**config.mk**
```make
export PLATFORM = sky130hd
export DESIGN_NAME = lif_neuron_array_flat
export DESIGN_NICKNAME = d
export VERILOG_FILES = /design/src/rtl/lif_neuron_array_pkg.sv /design/src/rtl/lif_neuron_array_if.sv /design/src/rtl/lif_neuron_array_update.sv /design/src/rtl/lif_neuron_array.sv /design/src/flat_wrapper.sv
export SDC_FILE = /design/constraint.sdc
export NUM_CORES = 1
export LEC_CHECK = 0
export CAP_MARGIN = 30
export CORE_MARGIN = 1
export CORE_UTILIZATION = 49
export DETAILED_ROUTE_END_ITERATION = 8
export PLACE_DENSITY = 0.72
export SYNTH_ARGS = -nofsm -noshare
export SYNTH_HDL_FRONTEND = slang
export SYNTH_SLANG_ARGS = --single-unit
```
**constraint.sdc**
```tcl
create_clock -name clk -period 8.1 [get_ports clk]
set_input_delay 1.215 -clock clk [delete_from_list [all_inputs] [get_ports clk]]
set_output_delay 1.215 -clock clk [all_outputs]
set_load 0.1 [all_outputs]
```
**src/rtl/lif_neuron_array_pkg.sv**
```systemverilog
`default_nettype none
// ============================================================================
//  Package     : lif_pkg
//  Description : Shared constants, neuron state record and saturating adder
//                for the time-multiplexed LIF neuron array.
//  Contents    : LIF_W / LIF_RW default widths, neuron_state_t, sat_add()
//  Revision    : 1.0  initial release
// ============================================================================
package lif_pkg;

    localparam int LIF_W        = 8;   // default membrane / current width
    localparam int LIF_RW       = 3;   // default refractory counter width
    localparam int LIF_SAT_MAXW = 32;  // widest operand sat_add() accepts

    // Architectural state of one neuron at the default widths.
    typedef struct packed {
        logic [LIF_W-1:0]  v;     // membrane potential
        logic [LIF_W-1:0]  pend;  // current injected since the last update
        logic [LIF_RW-1:0] rc;    // remaining refractory updates
    } neuron_state_t;

    // Unsigned add of two 'width'-bit operands, clamped to 2^width-1.
    // Operands arrive zero-extended to LIF_SAT_MAXW; callers truncate the
    // result back to their own width, which is lossless after the clamp.
    function automatic logic [LIF_SAT_MAXW-1:0] sat_add(
        input logic [LIF_SAT_MAXW-1:0] a,
        input logic [LIF_SAT_MAXW-1:0] b,
        input int unsigned             width
    );
        logic [LIF_SAT_MAXW:0] sum;
        logic [LIF_SAT_MAXW:0] lim;
        sum = {1'b0, a} + {1'b0, b};
        lim = {{LIF_SAT_MAXW{1'b0}}, 1'b1};
        lim = (lim << width) - {{LIF_SAT_MAXW{1'b0}}, 1'b1};
        if (sum > lim) begin
            return lim[LIF_SAT_MAXW-1:0];
        end
        return sum[LIF_SAT_MAXW-1:0];
    endfunction

endpackage
`default_nettype wire

```
**src/rtl/lif_neuron_array_if.sv**
```systemverilog
`default_nettype none
// ============================================================================
//  Interface   : lif_neuron_array_if
//  Description : Current-injection, configuration, probe and spike-output
//                bundle of the LIF neuron array.
//  Modports    : master - pad wrapper side (drives injection/config/probe)
//                slave  - neuron array side (drives vmem/spike/sweep outputs)
//  Signals     : ena, cur_valid, cur_idx, cur_in, threshold, leak_shift,
//                refrac_len, probe_idx -> array
//                vmem_out, spike_valid, spike_idx, spike_vec, sweep_done <- array
//  Revision    : 1.0  initial release
// ============================================================================
interface lif_neuron_array_if
    import lif_pkg::*;
#(
    parameter int N  = 4,
    parameter int W  = LIF_W,
    parameter int RW = LIF_RW
);
    localparam int IW = $clog2(N);

    logic          ena;
    logic          cur_valid;
    logic [IW-1:0] cur_idx;
    logic [W-1:0]  cur_in;
    logic [W-1:0]  threshold;
    logic [2:0]    leak_shift;
    logic [RW-1:0] refrac_len;
    logic [IW-1:0] probe_idx;
    logic [W-1:0]  vmem_out;
    logic          spike_valid;
    logic [IW-1:0] spike_idx;
    logic [N-1:0]  spike_vec;
    logic          sweep_done;

    modport master (
        output ena, cur_valid, cur_idx, cur_in, threshold, leak_shift,
               refrac_len, probe_idx,
        input  vmem_out, spike_valid, spike_idx, spike_vec, sweep_done
    );

    modport slave (
        input  ena, cur_valid, cur_idx, cur_in, threshold, leak_shift,
               refrac_len, probe_idx,
        output vmem_out, spike_valid, spike_idx, spike_vec, sweep_done
    );

endinterface
`default_nettype wire

```
**src/rtl/lif_neuron_array_update.sv**
```systemverilog
`default_nettype none
// ============================================================================
//  Module      : lif_update
//  Description : Combinational leaky integrate-and-fire step for one neuron.
//                Applies leak, adds the integrated current with saturation,
//                tests the threshold and handles the refractory countdown.
//  Ports       : v_i, rc_i          current membrane and refractory count
//                cur_i              current to integrate this update
//                threshold_i        firing threshold (0 = never fire)
//                leak_shift_i       leak = v >> leak_shift
//                refrac_len_i       refractory length loaded on a spike
//                v_next_o, rc_next_o, fire_o   next state and spike flag
//  Revision    : 1.0  initial release
// ============================================================================
module lif_update
    import lif_pkg::*;
#(
    parameter int W  = LIF_W,
    parameter int RW = LIF_RW
) (
    input  logic [W-1:0]  v_i,
    input  logic [RW-1:0] rc_i,
    input  logic [W-1:0]  cur_i,
    input  logic [W-1:0]  threshold_i,
    input  logic [2:0]    leak_shift_i,
    input  logic [RW-1:0] refrac_len_i,
    output logic [W-1:0]  v_next_o,
    output logic [RW-1:0] rc_next_o,
    output logic          fire_o
);

    logic [W-1:0] leaked;
    logic [W-1:0] v_int;

    // A shift of 0 subtracts v from itself, i.e. the membrane fully leaks.
    assign leaked = v_i - (v_i >> leak_shift_i);
    assign v_int  = W'(sat_add(LIF_SAT_MAXW'(leaked), LIF_SAT_MAXW'(cur_i), W));

    always_comb begin
        v_next_o  = v_int;
        rc_next_o = '0;
        fire_o    = 1'b0;
        if (rc_i != '0) begin
            // Refractory: membrane clamped, integrated current is dropped.
            v_next_o  = '0;
            rc_next_o = rc_i - RW'(1);
        end else if ((threshold_i != '0) && (v_int >= threshold_i)) begin
            fire_o    = 1'b1;
            v_next_o  = '0;
            rc_next_o = refrac_len_i;
        end
    end

endmodule
`default_nettype wire

```
**src/rtl/lif_neuron_array.sv**
```systemverilog
`default_nettype none
// ============================================================================
//  Module      : lif_neuron_array
//  Description : N leaky integrate-and-fire neurons sharing one update
//                datapath. One neuron per enabled cycle is updated in
//                round-robin order; currents may be injected into any neuron
//                in any cycle and are bypassed into a same-cycle update.
//  Ports       : clk    rising-edge clock
//                rst_n  asynchronous active-low reset
//                bus    lif_neuron_array_if.slave (injection, config, probe,
//                       spike event stream, spike vector, sweep pulse)
//  Revision    : 1.0  initial release
// ============================================================================
module lif_neuron_array
    import lif_pkg::*;
#(
    parameter int N  = 4,
    parameter int W  = LIF_W,
    parameter int RW = LIF_RW
) (
    input  logic                    clk,
    input  logic                    rst_n,
    lif_neuron_array_if.slave       bus
);

    localparam int IW = $clog2(N);
    localparam logic [IW-1:0] C_LAST = IW'(N - 1);

    // Per-neuron state
    logic [W-1:0]  v_q    [N];
    logic [W-1:0]  pend_q [N];
    logic [RW-1:0] rc_q   [N];

    logic [IW-1:0] ptr_q;
    logic          spike_valid_q;
    logic [IW-1:0] spike_idx_q;
    logic [N-1:0]  spike_vec_q;
    logic          sweep_done_q;

    // Shared update datapath
    logic [W-1:0]  v_sel;
    logic [W-1:0]  pend_sel;
    logic [RW-1:0] rc_sel;
    logic [W-1:0]  cur_byp;
    logic [W-1:0]  cur_upd;
    logic [W-1:0]  v_d;
    logic [RW-1:0] rc_d;
    logic          fire;
    logic [W-1:0]  vmem;

    always_comb begin
        v_sel    = '0;
        pend_sel = '0;
        rc_sel   = '0;
        vmem     = '0;
        for (int i = 0; i < N; i++) begin
            if (ptr_q == IW'(i)) begin
                v_sel    = v_q[i];
                pend_sel = pend_q[i];
                rc_sel   = rc_q[i];
            end
            if (bus.probe_idx == IW'(i)) begin
                vmem = v_q[i];
            end
        end
    end

    // An injection aimed at the neuron being updated joins this update
    // directly instead of landing in pend, which is cleared by the update.
    assign cur_byp = (bus.cur_valid && (bus.cur_idx == ptr_q)) ? bus.cur_in : '0;
    assign cur_upd = W'(sat_add(LIF_SAT_MAXW'(pend_sel), LIF_SAT_MAXW'(cur_byp), W));

    lif_update #(
        .W (W),
        .RW(RW)
    ) u_update (
        .v_i         (v_sel),
        .rc_i        (rc_sel),
        .cur_i       (cur_upd),
        .threshold_i (bus.threshold),
        .leak_shift_i(bus.leak_shift),
        .refrac_len_i(bus.refrac_len),
        .v_next_o    (v_d),
        .rc_next_o   (rc_d),
        .fire_o      (fire)
    );

    always_ff @(posedge clk or negedge rst_n) begin
        if (!rst_n) begin
            for (int i = 0; i < N; i++) begin
                v_q[i]    <= '0;
                pend_q[i] <= '0;
                rc_q[i]   <= '0;
            end
            spike_vec_q <= '0;
        end else begin
            for (int i = 0; i < N; i++) begin
                if (bus.ena && (ptr_q == IW'(i))) begin
                    v_q[i]         <= v_d;
                    rc_q[i]        <= rc_d;
                    pend_q[i]      <= '0;
                    spike_vec_q[i] <= fire;
                end else if (bus.cur_valid && (bus.cur_idx == IW'(i))) begin
                    pend_q[i] <= W'(sat_add(LIF_SAT_MAXW'(pend_q[i]),
                                            LIF_SAT_MAXW'(bus.cur_in), W));
                end
            end
        end
    end

    always_ff @(posedge clk or negedge rst_n) begin
        if (!rst_n) begin
            ptr_q         <= '0;
            spike_valid_q <= 1'b0;
            spike_idx_q   <= '0;
            sweep_done_q  <= 1'b0;
        end else if (bus.ena) begin
            ptr_q         <= (ptr_q == C_LAST) ? '0 : ptr_q + IW'(1);
            spike_valid_q <= fire;
            sweep_done_q  <= (ptr_q == C_LAST);
            if (fire) begin
                spike_idx_q <= ptr_q;
            end
        end else begin
            spike_valid_q <= 1'b0;
            sweep_done_q  <= 1'b0;
        end
    end

    assign bus.vmem_out    = vmem;
    assign bus.spike_valid = spike_valid_q;
    assign bus.spike_idx   = spike_idx_q;
    assign bus.spike_vec   = spike_vec_q;
    assign bus.sweep_done  = sweep_done_q;

endmodule
`default_nettype wire

```
**src/flat_wrapper.sv**
```systemverilog
// flat-port wrapper written by rule: the top's interface ports become plain ports
module lif_neuron_array_flat import lif_pkg::*;
#(
    parameter int N  = 4,
    parameter int W  = LIF_W,
    parameter int RW = LIF_RW
)
  (clk, rst_n, bus_ena, bus_cur_valid, bus_cur_idx, bus_cur_in, bus_threshold, bus_leak_shift, bus_refrac_len, bus_probe_idx, bus_vmem_out, bus_spike_valid, bus_spike_idx, bus_spike_vec, bus_sweep_done);
  lif_neuron_array_if #(.N(N), .W(W), .RW(RW)) bus_i ();
  input  logic clk;
  input  logic rst_n;
  input wire logic [$bits(bus_i.ena)-1:0] bus_ena;
  input wire logic [$bits(bus_i.cur_valid)-1:0] bus_cur_valid;
  input wire logic [$bits(bus_i.cur_idx)-1:0] bus_cur_idx;
  input wire logic [$bits(bus_i.cur_in)-1:0] bus_cur_in;
  input wire logic [$bits(bus_i.threshold)-1:0] bus_threshold;
  input wire logic [$bits(bus_i.leak_shift)-1:0] bus_leak_shift;
  input wire logic [$bits(bus_i.refrac_len)-1:0] bus_refrac_len;
  input wire logic [$bits(bus_i.probe_idx)-1:0] bus_probe_idx;
  output wire logic [$bits(bus_i.vmem_out)-1:0] bus_vmem_out;
  output wire logic [$bits(bus_i.spike_valid)-1:0] bus_spike_valid;
  output wire logic [$bits(bus_i.spike_idx)-1:0] bus_spike_idx;
  output wire logic [$bits(bus_i.spike_vec)-1:0] bus_spike_vec;
  output wire logic [$bits(bus_i.sweep_done)-1:0] bus_sweep_done;
  assign bus_i.ena = bus_ena;
  assign bus_i.cur_valid = bus_cur_valid;
  assign bus_i.cur_idx = bus_cur_idx;
  assign bus_i.cur_in = bus_cur_in;
  assign bus_i.threshold = bus_threshold;
  assign bus_i.leak_shift = bus_leak_shift;
  assign bus_i.refrac_len = bus_refrac_len;
  assign bus_i.probe_idx = bus_probe_idx;
  assign bus_vmem_out = bus_i.vmem_out;
  assign bus_spike_valid = bus_i.spike_valid;
  assign bus_spike_idx = bus_i.spike_idx;
  assign bus_spike_vec = bus_i.spike_vec;
  assign bus_sweep_done = bus_i.sweep_done;
  lif_neuron_array #(.N(N), .W(W), .RW(RW)) u_core (.clk(clk), .rst_n(rst_n), .bus(bus_i));
endmodule
```
==> run_1/congestion_map.png <==
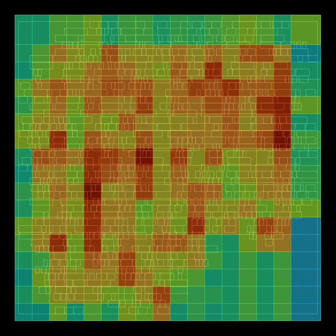
overall global routing resource usage: 25.7%
fraction of met1 tracks used by global routing: 36.4%
met3 track demand over resource: 4.69%
met2 track demand over resource: 39.7%

==> run_1/port_trees.png <==
(2 px per um)
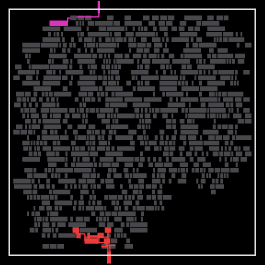
- bus_sweep_done: magenta (direction output; edge top; end cells 1; buffers 1; wire 17.4 um)
- bus_cur_idx: red (direction input; edge bottom; end cells 9; buffers 2; wire 71.9 um)

==> run_1/util_map.png <==
(3 px per um) 12 x 12 tiles, from dark blue (low) to red (high), 0 to 100% covered.
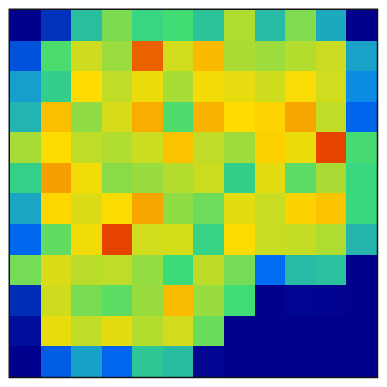
- nearly empty tiles: 13%
- fullest tile: 92%
- mean over tiles: 52%
floorplan-stage core utilization: 50.7%
Layout Utilization: 56.9%
core footprint: 14000 um2

## run 1: registers in the layout, summed over array words and instances (netlist names)
name                    cells
u_core.pend_q              32
u_core.v_q                 32
u_core.rc_q                12
u_core.bus.spike_vec        4
u_core.bus.spike_idx        2
u_core.ptr_q                2
u_core.bus.spike_valid      1
u_core.bus.sweep_done       1
## run 1: cell type report
cell class / count / share of cell area (%)
clock buffers: 9 / 2.83
clock inverters: 6 / 0.896
inverters: 40 / 1.89
multi-input cells: 654 / 58.2
flip-flops and latches: 86 / 27.0
well taps: 180 / 2.83
repair buffers: 52 / 6.29
## run 1: worst min path at each step
| stage | startpoint | to | slack (ps) |
|---|---|---|---|
| 2_1_floorplan | u_core.v_q[10]$_DFFE_PN0P_ | u_core.v_q[10]$_DFFE_PN0P_ | 460 |
| 3_3_place_gp | u_core.bus.spike_vec[3]$_DFFE_PN0P_ | u_core.bus.spike_vec[3]$_DFFE_PN0P_ | 470 |
| 3_5_place_dp | u_core.bus.spike_vec[2]$_DFFE_PN0P_ | u_core.bus.spike_vec[2]$_DFFE_PN0P_ | 480 |
| 4_1_cts | u_core.bus.spike_vec[3]$_DFFE_PN0P_ | u_core.bus.spike_vec[3]$_DFFE_PN0P_ | 490 |
| 5_1_grt | u_core.bus.spike_vec[3]$_DFFE_PN0P_ | u_core.bus.spike_vec[3]$_DFFE_PN0P_ | 530 |
| 6_report | u_core.bus.spike_vec[3]$_DFFE_PN0P_ | u_core.bus.spike_vec[3]$_DFFE_PN0P_ | 490 |
## run 1: layout by cell type (no fill, tap or decap), types with 4 or more instances in the layout
cell type and instances:
xnor2_1 16, nor4_1 4, a22oi_1 10, nor3_1 23, a221oi_1 4, clkbuf_16 9, mux4_2 11, nand2_1 84
a22o_1 8, mux2i_1 6, and2_1 11, o221a_2 7, nor2_1 60, inv_1 38, o221ai_2 5, ha_1 69
o21ai_1 9, dfrtp_1 86, or3_1 4, buf_4 8, clkdlybuf4s50_1 44, and3_1 7, a21o_1 13, nand3_1 25
o21ai_0 72, nand2b_1 5, xor2_1 12, nor4b_1 4, o211ai_1 8, nor2b_1 18, nand3b_1 8, a21oi_1 55
a31oi_1 24, o21a_1 11, fa_1 7, a211oi_1 8
## run 1: routing by layer
metal  routed length, um  share of wire (%)  up-vias  track usage, %
li1                    -                  -     3051               -
met1                8770                 48     2963            36.4
met2                8140                 45      158            39.7
met3                 853                4.7       25            4.69
met4                 379                2.1        0            7.77
met5                   0                  0        -               0
## run 1: cells by family after synthesis
logic type | count (synthesis) | share of synthesized area [%]
DFF | 86 | 30.4
AOI/OAI and AO/OA | 260 | 24.3
muxes | 20 | 4.87
xor gates and xnor gates | 28 | 3.46
adders and majority gates | 76 | 14.2
and+or+nand+nor | 270 | 18.6
buffers and inverters | 68 | 4.22
## run 1: worst reg2reg max path, delay by kind of cell, from the launching register on
kind            cells  cell delay (ps)
mux                 1              420
compound gates     12             2240
simple gates        6             1050
flops               1              490
buf+inv             5              590
fa+ha+maj           6             2020
==> impl_metrics.yaml, run 1 <==
# synthesis and place-and-route metrics
setup_path:
  setup.worst_path.start_class: "primary input"
  path_depth: 26
  timing.critical_path.max_delay_family: "AND-OR/OR-AND gates"
  cp_num_buf_inv: 4
  rr_endpoint: "u_core.v_q[19]$_DFFE_PN0P_"
  r2r_start: "u_core.ptr_q[0]$_DFFE_PN0P_"
  delay_contributed_by_the_slowest_stage_of_the_critical_path_ps: 610
final_layout:
  syn2layout_area_growth_pct: 12.3
  post_route_cells_drive_above_1_share_pct: 7.56
clock_network:
  htree_levels: 3
  insertion_delay_ps: 350
  clock_sink_count: 86
  cts.repair_timing.setup_buffer_count: 0
run:
  cap_violations: 0
logic_synthesis:
  synthDominantCellAreaShare_pct: 30.4
  synth_cell_types: 73
  netlist.top_cell.by_instances: "dfrtp_1"
  netlist_area_um2: 7090
  yosysCellCount: 808
  postSynthRegisterBits: 86
  ys_area_um2: 7090
  ys_warn_count: 0
floorplanning:
  dieWidth_um: 122
  die-height_um: 122
  floorplan.io_pins: 46
global_routing:
  vias_in_the_first_global_route: 5765
  grt_start_max_net_pins: 72
  antenna_found_initial: 0
timing:
  setup_total_negative_slack_ps: 0
  worst_slew_margin_rel_pct: 33.3
  finalSetupViolCount: 0
  tightest_slew_ps: 997
detailed_routing:
  ant_nets: 0
outcome:
  status: "complete, no violations"
placement:
  detailed_place_hpwl_mm: 13.8
==> run_1/clock_wires.png <==
(3 px per um)
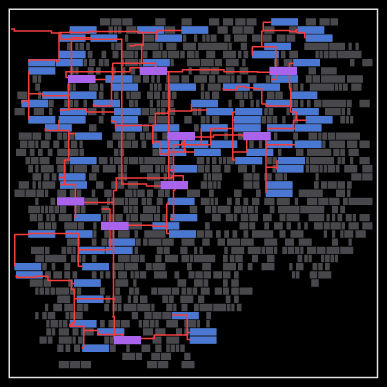

==> inputs of run 2 (changes only) <==
--- a/config.mk
+++ b/config.mk
@@ -9,7 +9,8 @@
 export CORE_MARGIN = 1
 export CORE_UTILIZATION = 49
 export DETAILED_ROUTE_END_ITERATION = 8
-export PLACE_DENSITY = 0.72
+export PLACE_DENSITY = 0.68
+export SETUP_SLACK_MARGIN = 0.2
 export SYNTH_ARGS = -nofsm -noshare
 export SYNTH_HDL_FRONTEND = slang
 export SYNTH_SLANG_ARGS = --single-unit
==> run_2/clock_wires.png <==
(3 px per um)
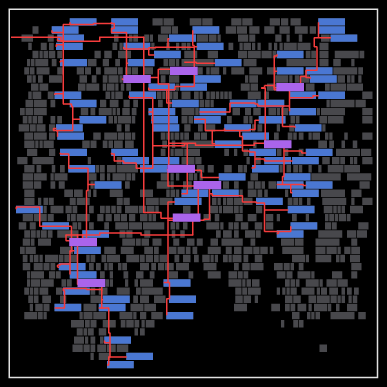
- clock wires: red (length 1130 um)
- flip-flops: blue (count 86)
- clock-net drivers: purple (count 9)
- routed clock nets: 10

==> run_2/congestion_map.png <==
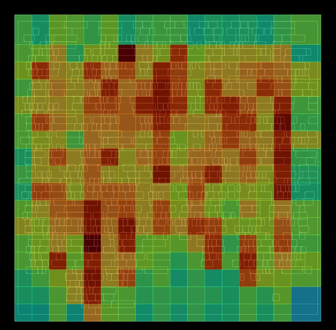
Layout Utilization: 57.4%
average wire length per cell after detail routing: 19.0 um
fraction of met1 tracks used by global routing: 33.3%
overall global routing resource usage: 27.3%

==> run_2/util_map.png <==
(3 px per um) 12 x 12 tiles, from dark blue (low) to red (high), 0 to 100% covered.
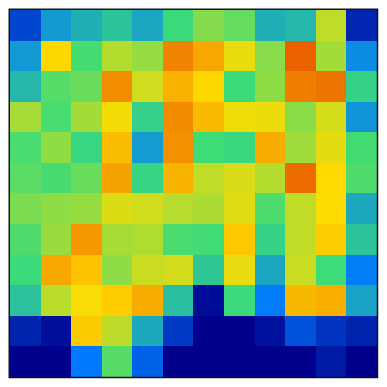
- tiles over 75% full: 19%
- mean over tiles: 52%
- fullest tile: 89%
- nearly empty tiles: 6.9%

==> impl_metrics.yaml, run 2 <==
# synthesis and place-and-route metrics
outcome:
  status: "complete, no violations"
logic_synthesis:
  ys_warn_count: 0
  synth_cell_types: 73
  synthesis.nets: 914
  enable_flop_cells: 0
  netlist.top_cell.by_instances: "dfrtp_1"
  synth_area_per_cell_um2: 8.77
  yosysCellCount: 808
  postSynthRegisterBits: 86
  synthDominantCellAreaShare_pct: 30.4
  ys_area_um2: 7090
  netlist_area_um2: 7090
final_layout:
  post_route_cells_drive_above_1_share_pct: 7.76
  layout_top_cells_excl_fill_tap: "dfrtp_1, nand2_1, o21ai_0"
  layout_top_registers: "u_core.pend_q x32, u_core.v_q x32, u_core.rc_q x12"
  syn2layout_area_growth_pct: 13.3
  layout_top_cell: "dfrtp_1"
global_routing:
  grt_overflow: 0
  antenna_found_initial: 0
  grt_first_pass_wirelength_mm: 31.6
  vias_in_the_first_global_route: 6382
  grt_start_max_net_pins: 79
setup_path:
  cp-startpoint: "bus_cur_idx[0]"
  r2r_start: "u_core.ptr_q[1]$_DFFE_PN0P_"
  rr_endpoint: "u_core.rc_q[8]$_DFFE_PN0P_"
  setup.worst_path.start_class: "primary input"
  crit_arrival_ps: 7280
  crit_path_end_kind: "flip-flop"
  worst-r2r-cell-count: 24
  delay_contributed_by_the_slowest_stage_of_the_critical_path_ps: 610
floorplanning:
  initCoreUtil_pct: 50.7
  placeableCoreArea_um2: 14000
  chip_area_um2: 15000
  floorplan.io_pins: 46
  die-height_um: 122
  dieWidth_um: 122
detailed_routing:
  ant_nets: 0
  firstDrtPassIters: 5
  first_iter_violations: 420
clock_network:
  htree_levels: 3
  clock_sink_count: 86
  insertion_delay_ps: 340
  cts.repair_timing.setup_buffer_count: 0
  clkTransAtPathRegs_ps: 70
timing:
  clock.fmax_mhz: 141
  setup_total_negative_slack_ps: 0
  finalSetupViolCount: 0
  grt_setup_unrepaired: "false"
  worst_slew_margin_rel_pct: 34.1
  tightest_slew_ps: 985
  postLayoutSetupSlackWorst_ps: 1030
run:
  warning_count: 29
  cap_violations: 0
placement:
  detailed_place_hpwl_mm: 15.0
worst_hold_path:
  hold_path.class: "reg2reg"
-- run 2: through the flow --
step           cells  hold WS (ps)  cell area (um2)
6_report        1030           491             8030
5_1_grt         1030           534             8030
4_1_cts         1029           503             8000
3_5_place_dp    1014           488             7690
3_3_place_gp    1013           468             7670
2_1_floorplan    808           457             7090
-- run 2: metal layers --
layer / up-vias / track usage [%] / part of all wire (%)
li1: 3067 / - / -
met1: 3120 / 33.3 / 42
met2: 218 / 46.9 / 49
met3: 51 / 4.09 / 4.4
met4: 0 / 13.7 / 3.9
met5: - / 0 / 0
-- run 2: how the worst min path moves through the flow --
stage                                         from                             endpoint  slack (ps)
3_3_place_gp   u_core.bus.spike_vec[2]$_DFFE_PN0P_  u_core.bus.spike_vec[2]$_DFFE_PN0P_         470
2_1_floorplan           u_core.v_q[10]$_DFFE_PN0P_           u_core.v_q[10]$_DFFE_PN0P_         460
3_5_place_dp   u_core.bus.spike_vec[0]$_DFFE_PN0P_  u_core.bus.spike_vec[0]$_DFFE_PN0P_         490
4_1_cts        u_core.bus.spike_vec[0]$_DFFE_PN0P_  u_core.bus.spike_vec[0]$_DFFE_PN0P_         500
6_report       u_core.bus.spike_vec[0]$_DFFE_PN0P_  u_core.bus.spike_vec[0]$_DFFE_PN0P_         490
5_1_grt        u_core.bus.spike_idx[1]$_DFFE_PN0P_  u_core.bus.spike_idx[1]$_DFFE_PN0P_         530
-- run 2: cells by family after synthesis --
group,after synthesis,share of synthesized area [%]
AND-OR/OR-AND,260,24.3
XOR/XNOR,28,3.46
adder cells (fa/ha/maj),76,14.2
buffers and inverters,68,4.22
flip-flops,86,30.4
multiplexers,20,4.87
AND/OR/NAND/NOR,270,18.6
-- run 2: critical path, delay by kind of cell --
family,cells,cell delay [ps]
buffers and inverters,4,830
multiplexers,1,470
AND-OR/OR-AND,9,1930
adder cells (fa/ha/maj),5,1500
AND/OR/NAND/NOR,6,1170
XOR/XNOR,1,150
-- run 2: cell type report --
type | instances | area [um2]
timing repair buffer | 55 | 551
clock buffer | 10 | 229
sequential | 86 | 2150
fill | 1271 | 5960
clock inverter | 5 | 83.8
multi-input combinational | 654 | 4640
inverter | 40 | 150
tap | 180 | 225
